===== src/rtl/register_request_encoder_pkg.sv =====
// Shared register-file definitions: index width, bit-order convention, encoder states.
// Register i lives at vector bit (15-i), matching the write-enable decoder's one-hot order.
package register_request_encoder_pkg;

    localparam int REG_COUNT   = 16;
    localparam int REG_INDEX_W = 4;

    typedef logic [REG_COUNT-1:0]   reg_vec_t;
    typedef logic [REG_INDEX_W-1:0] reg_idx_t;

    typedef enum logic {
        ENC_IDLE  = 1'b0,
        ENC_DRAIN = 1'b1
    } enc_state_t;

    function automatic reg_idx_t reg_bit(input reg_idx_t i);
        return reg_idx_t'(4'd15 - i);
    endfunction

    function automatic reg_vec_t reg_onehot(input reg_idx_t i);
        return reg_vec_t'(1) << reg_bit(i);
    endfunction

    function automatic logic [4:0] popcount(input reg_vec_t v);
        logic [4:0] n;
        n = '0;
        for (int k = 0; k < REG_COUNT; k++) begin
            n = n + {4'd0, v[k]};
        end
        return n;
    endfunction

endpackage


===== src/rtl/register_request_encoder_priority_index_select.sv =====
// Finds the first set register at or after start, wrapping ascending through 16 indices.
// Purely combinational; no state, no backpressure.
module priority_index_select
    import register_request_encoder_pkg::*;
(
    input  reg_vec_t vec,
    input  reg_idx_t start,
    output logic     found,
    output reg_idx_t index
);

    reg_idx_t cand;

    always_comb begin
        found = 1'b0;
        index = start;
        cand  = start;
        for (int k = 0; k < REG_COUNT; k++) begin
            cand = start + reg_idx_t'(k);
            if (!found && vec[reg_bit(cand)]) begin
                found = 1'b1;
                index = cand;
            end
        end
    end

endmodule


===== src/rtl/register_request_encoder.sv =====
// Serialises a multi-hot register request into one index + load_enable per cycle.
// Latency: vector accepted at edge k, first grant after edge k+1; one bubble between vectors.
// Backpressure: request_ready only in IDLE; hold freezes the drain. REQUEST_ENCODER_ROUND_ROBIN_EN selects rotating priority.
module register_request_encoder
    import register_request_encoder_pkg::*;
#(
    parameter int LOW_INDEX_FIRST = 1
) (
    input  logic        clk,
    input  logic        reset_n,
    input  logic        request_valid,
    output logic        request_ready,
    input  logic [15:0] request_vector,
    input  logic        hold,
    output logic [3:0]  encoder_control,
    output logic        load_enable,
    output logic        done,
    output logic [4:0]  pending_count
);

    enc_state_t state, state_nxt;
    reg_vec_t   pend_vec, pend_vec_nxt, pend_clr;
    reg_vec_t   sel_vec;
    reg_idx_t   sel_start, sel_idx, grant_idx, ctrl_nxt;
    logic       sel_found, le_nxt, done_nxt;
    logic [4:0] cnt_nxt;

`ifdef REQUEST_ENCODER_ROUND_ROBIN_EN
    localparam bit RR_EN = 1'b1;
    reg_idx_t last_issued;

    assign sel_start = last_issued + 4'd1;

    always_ff @(posedge clk or negedge reset_n) begin
        if (!reset_n) begin
            last_issued <= 4'd15;
        end else if (state == ENC_DRAIN && !hold && sel_found) begin
            last_issued <= grant_idx;
        end
    end
`else
    localparam bit RR_EN = 1'b0;
    assign sel_start = '0;
`endif

    // Descending priority reuses the ascending search on a mirrored vector.
    localparam bit DESCEND = (LOW_INDEX_FIRST == 0) && !RR_EN;

    always_comb begin
        sel_vec = pend_vec;
        if (DESCEND) begin
            for (int k = 0; k < REG_COUNT; k++) begin
                sel_vec[k] = pend_vec[REG_COUNT-1-k];
            end
        end
    end

    priority_index_select u_sel (
        .vec   (sel_vec),
        .start (sel_start),
        .found (sel_found),
        .index (sel_idx)
    );

    assign grant_idx     = DESCEND ? reg_idx_t'(4'd15 - sel_idx) : sel_idx;
    assign pend_clr      = sel_found ? (pend_vec & ~reg_onehot(grant_idx)) : pend_vec;
    assign request_ready = (state == ENC_IDLE);

    always_ff @(posedge clk or negedge reset_n) begin
        if (!reset_n) begin
            state           <= ENC_IDLE;
            pend_vec        <= '0;
            encoder_control <= '0;
            load_enable     <= 1'b0;
            done            <= 1'b0;
            pending_count   <= '0;
        end else begin
            state           <= state_nxt;
            pend_vec        <= pend_vec_nxt;
            encoder_control <= ctrl_nxt;
            load_enable     <= le_nxt;
            done            <= done_nxt;
            pending_count   <= cnt_nxt;
        end
    end

    always_comb begin
        state_nxt = state;
        case (state)
            ENC_IDLE:  if (request_valid) state_nxt = ENC_DRAIN;
            ENC_DRAIN: if (!hold && pend_clr == '0) state_nxt = ENC_IDLE;
            default:   state_nxt = ENC_IDLE;
        endcase
    end

    always_comb begin
        pend_vec_nxt = pend_vec;
        cnt_nxt      = pending_count;
        ctrl_nxt     = encoder_control;
        le_nxt       = 1'b0;
        done_nxt     = 1'b0;
        case (state)
            ENC_IDLE: begin
                if (request_valid) begin
                    pend_vec_nxt = request_vector;
                    cnt_nxt      = popcount(request_vector);
                end
            end
            ENC_DRAIN: begin
                if (!hold) begin
                    if (sel_found) begin
                        pend_vec_nxt = pend_clr;
                        cnt_nxt      = pending_count - 5'd1;
                        ctrl_nxt     = grant_idx;
                        le_nxt       = 1'b1;
                    end
                    // Final grant and completion share the same edge.
                    done_nxt = (pend_clr == '0);
                end
            end
            default: ;
        endcase
    end

endmodule


===== config.mk =====
export PLATFORM = sky130hd
export DESIGN_NAME = register_request_encoder
export DESIGN_NICKNAME = d
export VERILOG_FILES = /design/src/rtl/register_request_encoder_pkg.sv /design/src/rtl/register_request_encoder_priority_index_select.sv /design/src/rtl/register_request_encoder.sv
export SDC_FILE = /design/constraint.sdc
export NUM_CORES = 1
export LEC_CHECK = 0
export CAP_MARGIN = 5
export CORE_AREA = 4 4 66 68
export DETAILED_ROUTE_END_ITERATION = 6
export DIE_AREA = 0 0 70 72
export PLACE_DENSITY_LB_ADDON = 0.1
export SYNTH_ARGS = -nofsm -noshare
export SYNTH_HDL_FRONTEND = slang
export SYNTH_SLANG_ARGS = --single-unit

===== constraint.sdc =====
create_clock -name clk -period 2.9 [get_ports clk]
set_input_delay 0.87 -clock clk [delete_from_list [all_inputs] [get_ports clk]]
set_output_delay 0.87 -clock clk [all_outputs]
set_load 0.01 [all_outputs]

Fig. 1: run 1, the metal 1 layer
Bar = 20 microns. Cells faint in the background.
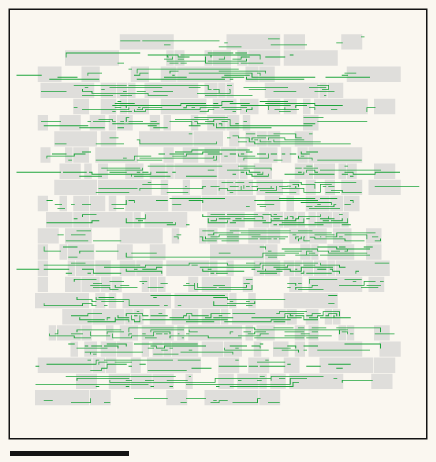
longest straight run: 23.0 microns
nets with wire on the layer: 277
wire length on this layer: 2270 microns

Fig. 2: run 1, met2 routing
Bar = 20 microns. Cells faint in the background.
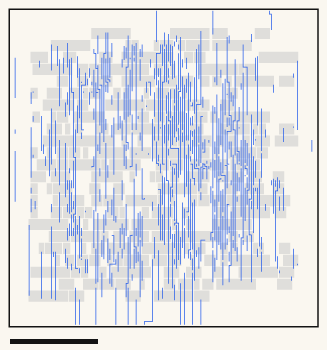
nets with wire on the layer: 250
wire length on this layer: 2570 microns
main direction: vertical
longest straight run: 37.6 microns
share of all routed wire: 49%

Fig. 3: run 1, signal wires on met3
Bar = 20 microns. Cells faint in the background.
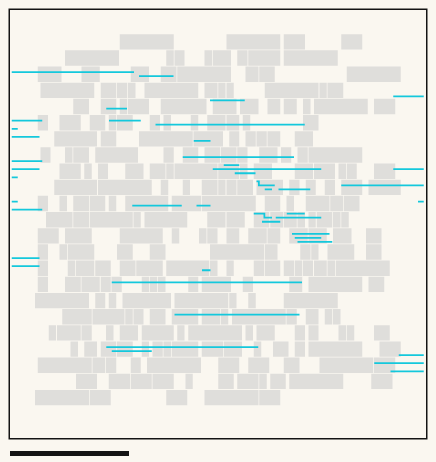
wire length on this layer: 321 microns
main direction: horizontal
nets with wire on the layer: 38

Fig. 4: run 1, routing congestion
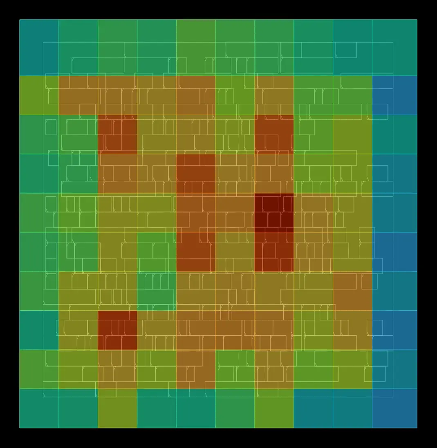
WL per Instance: 16.5 microns
gr usage total: 0.216

==> impl_metrics.env, run 1 <==
# physical design summary
export IMPL_ios=32
export IMPL_violations="setup timing"
export IMPL_nWellTaps=50
export IMPL_ys_seq_frac=0.356
export IMPL_antenna_left=0
export IMPL_ys_sh_aoi=0.243
export IMPL_grt_pass1_wl_microns=8740
export IMPL_muxShareOfSynthArea=0.0108
export IMPL_ys_flop_type="dfrtp_1"
export IMPL_rr_worst_depth=7
export IMPL_largest_reg_flops=16
export IMPL_clk_pin_slew_ps=90
export IMPL_final_clk_cell_share=0.0161
export IMPL_final_design_area_no_fill_sq_um=2560
export IMPL_tns_ps=-3580
export IMPL_crit_family="adder cells"
export IMPL_setup_slack_ps=-839
export IMPL_path_depth=15
export IMPL_met1_usage=0.315
export IMPL_ctsHoldBuffers=0
export IMPL_synthArstFlopShare=1.00
export IMPL_totalWireLength_microns=5200
export IMPL_finalSetupViolCount=5
export IMPL_portBuffers=31
export IMPL_ys_warn_count=0
export IMPL_ctsRootBufferMaster="clkbuf_8"
export IMPL_ff_count=28
export IMPL_cts_buffers=3
export IMPL_netlist_area_sq_um=1970
export IMPL_reg2reg_to="pending_count[2]$_DFFE_PN0P_"
export IMPL_antenna_found_initial=0
export IMPL_top_register="pend_vec"
export IMPL_fmax_ghz=0.267
export IMPL_busiest_layer="met2"
export IMPL_top_cell="dfrtp_1"
export IMPL_clk_latency_ps=280
export IMPL_drt_iter0_drc=231
export IMPL_path_cells="buf_6 > fa_1 > fa_1 > inv_2 > fa_1 > fa_1 > inv_2 > ha_4 > inv_2 > fa_2 > nor2b_4 > o21ai_1 > nand2_1 > o21ai_1 > nor2_1"
export IMPL_coreArea_sq_um=3860
export IMPL_die_area_sq_um=5040
export IMPL_dpl_cell_area_sq_um=2480
export IMPL_lay_top_count="dfrtp_1"
export IMPL_cp_slowest_stage_delay_ps=520
export IMPL_comb_power_mw=1.38
export IMPL_drv_cap=0
export IMPL_min_delay_start="encoder_control[3]$_DFFE_PN0P_"
export IMPL_ys_chip_area_sq_um=1970
export IMPL_total_power_mw=2.41
export IMPL_std_cell_rows=23
export IMPL_status="complete, but fails checks"
export IMPL_viasPerCell=5.81
export IMPL_antenna_cells=0
export IMPL_nNonClkInverters=24
export IMPL_overflow=0
export IMPL_buffers_excl_clock=56
export IMPL_cp_max_fo=2
export IMPL_dr_pass1_iters=4
export IMPL_min_path_cells=2
export IMPL_gp_congestion=0.943
export IMPL_r2r_start="pend_vec[11]$_DFFE_PN0P_"
export IMPL_wl_met2_microns=2570
export IMPL_cts_resized=41
export IMPL_area_leaders="dfrtp_1 (36%), fa_1 (10%), inv_1 (4.4%), ha_1 (3.8%), nand2_1 (3.6%)"
export IMPL_tritoncts="done"
export IMPL_ys_types=56
export IMPL_swShare=0.440
export IMPL_power_top_group="combinational cells"
export IMPL_largest_class="multi-input combinational cells"
export IMPL_synthAdderAreaFrac=0.145
export IMPL_drive_above_1_share=0.226
Fig. 5: run 1, I/O pins on the die edge
Bar = 20 microns. Pins as bars across the die edge, other pins in grey.
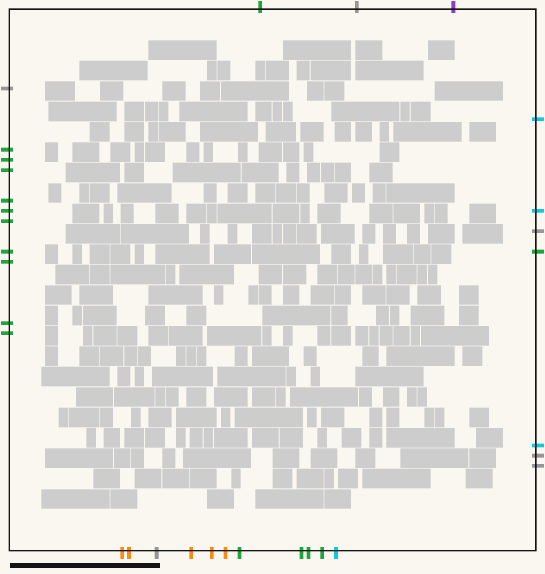

==> run 1 -> run 2 <==
--- a/config.mk
+++ b/config.mk
@@ -10,6 +10,7 @@
 export DETAILED_ROUTE_END_ITERATION = 6
 export DIE_AREA = 0 0 70 72
 export PLACE_DENSITY_LB_ADDON = 0.1
+export SETUP_SLACK_MARGIN = 0.4
 export SYNTH_ARGS = -nofsm -noshare
 export SYNTH_HDL_FRONTEND = slang
 export SYNTH_SLANG_ARGS = --single-unit
Fig. 6: run 2, I/O pins on the die edge
Bar = 20 microns. Pins as bars across the die edge, other pins in grey.
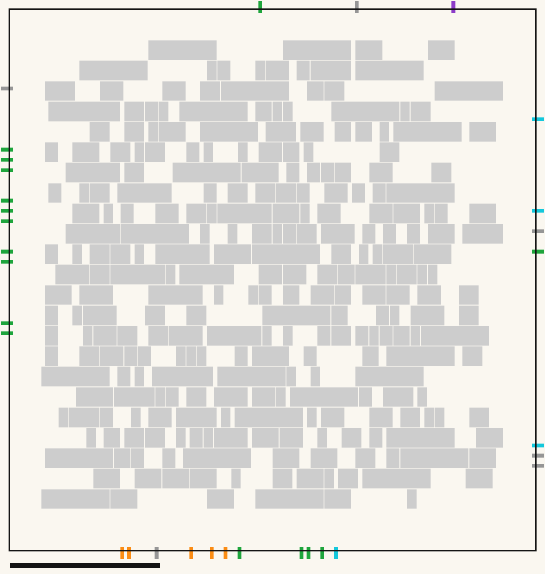
| port | colour | pins | direction | edge |
|---|---|---|---|---|
| `done` | purple | 1 | output | north |
| `request_vector` | green | 16 | input | 10 west, 4 south, 1 north, 1 east |
| `pending_count` | orange | 5 | output | south |
| `encoder_control` | cyan | 4 | output | 3 east, 1 south |

==> run 2 against run 1 <==
Against the previous run:
- the flow still finishes with violations (setup timing)
- non-clock buffer count grew 1
- routed wire length grew 0.31%
- sequential share of layout area shrank 0.27 points
- combinational power is essentially flat
- clock skew shrank 0.82 ps
- cell count grew 0.32%
- synthesized area is the same
- first-iteration DRC count grew 14%
- worst setup slack lost 6.3 ps
- fmax shrank 0.17%
- global-route usage is the same
- critical path type unchanged
- critical endpoint unchanged
==> impl_metrics.env, run 2 <==
# physical design summary
export IMPL_status="complete, but fails checks"
export IMPL_violations="setup timing"
export IMPL_clock_sinks=28
export IMPL_internal_power_mw=1.36
export IMPL_top_cell="dfrtp_1"
export IMPL_rr_worst_depth=8
export IMPL_coreArea_sq_um=3860
export IMPL_switchingPower_mw=1.07
export IMPL_dpl_cell_area_sq_um=2480
export IMPL_synthTopCellsByCount="dfrtp_1 (28), inv_1 (23), nand2_1 (19), nor2_1 (16)"
export IMPL_h_tree_depth=1
export IMPL_comb_share=0.466
export IMPL_drt_iter0_drc=263
export IMPL_final_cell_mix="dfrtp_1 (27), buf_4 (26), clkdlybuf4s50_1 (22)"
export IMPL_n_clock_buffer=3
export IMPL_overflow=0
export IMPL_path_cells="buf_6 > fa_1 > fa_1 > inv_2 > fa_1 > fa_1 > inv_2 > ha_4 > inv_2 > fa_2 > nor2b_4 > o21ai_1 > nand2_1 > o21ai_1 > nor2_1"
export IMPL_buffers_excl_clock=57
export IMPL_crit_end="pending_count[4]$_DFFE_PN0P_"
export IMPL_ios=32
export IMPL_clock_power_share=0.091
export IMPL_lay_top_count="dfrtp_1"
export IMPL_netlist_area_sq_um=1970
export IMPL_syn_avg_cell_area_sq_um=9.14
export IMPL_gp_congestion=0.943
export IMPL_end_kind="register"
export IMPL_std_cell_rows=23
export IMPL_wl_met2_microns=2560
export IMPL_seq_share=0.271
export IMPL_viasPerCell=5.71
export IMPL_swShare=0.441
export IMPL_ctsHoldBuffers=0
export IMPL_dp_hpwl_microns=3930
export IMPL_grt_pass1_vias=1795
export IMPL_top_regs="pend_vec: 16 flops, pending_count: 5 flops, encoder_control: 4 flops"
export IMPL_slowest_stage="fa_1"
export IMPL_nNonClkInverters=24
export IMPL_rsz0062_at_grt="yes"
export IMPL_cp_slowest_stage_delay_ps=520
export IMPL_largest_class="multi-input combinational cells"
export IMPL_period_minus_slack_ps=3750
export IMPL_pre_cts_ws_ps=-1570
export IMPL_nonClkBufAreaFrac=0.188
export IMPL_met1_usage=0.315
export IMPL_hp_class="reg2reg"
export IMPL_ff_count=28
export IMPL_ys_warn_count=0
export IMPL_fin_util=0.672
export IMPL_top_logic_kind="AND-OR/OR-AND gates"
export IMPL_cts_setup_buffers=4
export IMPL_synthAdderAreaFrac=0.145
export IMPL_cts_buffers=3
export IMPL_dp_cells=308
export IMPL_grt_pass1_wl_microns=8740
export IMPL_ys_sh_aoi=0.243
export IMPL_tritoncts="done"
export IMPL_logic_gate_count=155
export IMPL_clock_power_mw=0.220
export IMPL_antenna_found_initial=0
export IMPL_stdcell_count=317
export IMPL_syn_instance_count=215
export IMPL_tns_ps=-3600
export IMPL_p_comb_frac=0.575
export IMPL_grt_max_degree=29
export IMPL_syn_nets=251
export IMPL_ctsRootBufferMaster="clkbuf_8"
export IMPL_synth_simple_area_share=0.174
export IMPL_cp_max_fo=2
export IMPL_wl_met3_microns=313
export IMPL_path_depth=15
export IMPL_final_clk_cell_share=0.0159
export IMPL_totalWireLength_microns=5220
export IMPL_wire_per_inst_microns=16.5
export IMPL_cp_arrival_ps=3960
export IMPL_power_top_group="combinational cells"
export IMPL_finClkSkew_ps=6.29
export IMPL_wl_met1_microns=2320
export IMPL_edf_count=0
export IMPL_largest_reg_flops=16
export IMPL_p_per_area_nw_per_um2=938
export IMPL_xor_share=0.00891
export IMPL_num_vias=1811
export IMPL_dr_pass1_iters=4
export IMPL_r2r_start="pend_vec[13]$_DFFE_PN0P_"
export IMPL_portBuffers=31
export IMPL_regArea_sq_um=702
export IMPL_die_h_microns=72
export IMPL_busiest_layer="met2"
export IMPL_synthArstFlopShare=1.00
export IMPL_min_delay_start="encoder_control[3]$_DFFE_PN0P_"
export IMPL_muxShareOfSynthArea=0.0108
export IMPL_cp_start_kind="input pin"
export IMPL_ys_seq_frac=0.356
export IMPL_ys_types=56
export IMPL_clk_pin_slew_ps=100
export IMPL_grt_util_met3=0.0152
export IMPL_antenna_left=0
export IMPL_drive_above_1_share=0.243
export IMPL_reg2reg_to="pending_count[3]$_DFFE_PN0P_"
export IMPL_total_power_mw=2.43
export IMPL_ys_cells=215
export IMPL_crit_family="adder cells"
export IMPL_top_register="pend_vec"
export IMPL_drc=0
export IMPL_slew_violations=0
export IMPL_min_path_cells=2
export IMPL_final_design_area_no_fill_sq_um=2590
export IMPL_required_ps=3110
export IMPL_grt_total_usage=0.216
export IMPL_die_area_sq_um=5040
export IMPL_slew_limit_headroom=0.672
export IMPL_irDropWorstVdd_mv=0.505
export IMPL_crit_path_frequent_cell="fa_1"
export IMPL_ys_chip_area_sq_um=1970
export IMPL_antenna_cells=0
export IMPL_nWellTaps=50
export IMPL_largest_area_cell="dfrtp_1"
export IMPL_fmax_ghz=0.267
export IMPL_comb_power_mw=1.40
export IMPL_area_leaders="dfrtp_1 (36%), fa_1 (10%), inv_1 (4.4%), ha_1 (3.8%), nand2_1 (3.6%)"
export IMPL_clk_latency_ps=280
export IMPL_ys_flop_type="dfrtp_1"
export IMPL_finalSetupViolCount=5
export IMPL_path_class="in2reg"
export IMPL_drv_cap=0
export IMPL_cts_resized=41
export IMPL_worst_pin_slew_ps=485
export IMPL_hold_end="encoder_control[3]$_DFFE_PN0P_"
export IMPL_warnings=29
export IMPL_setup_slack_ps=-846
Power figures rest on the tool's default switching activity, not on a simulated workload.
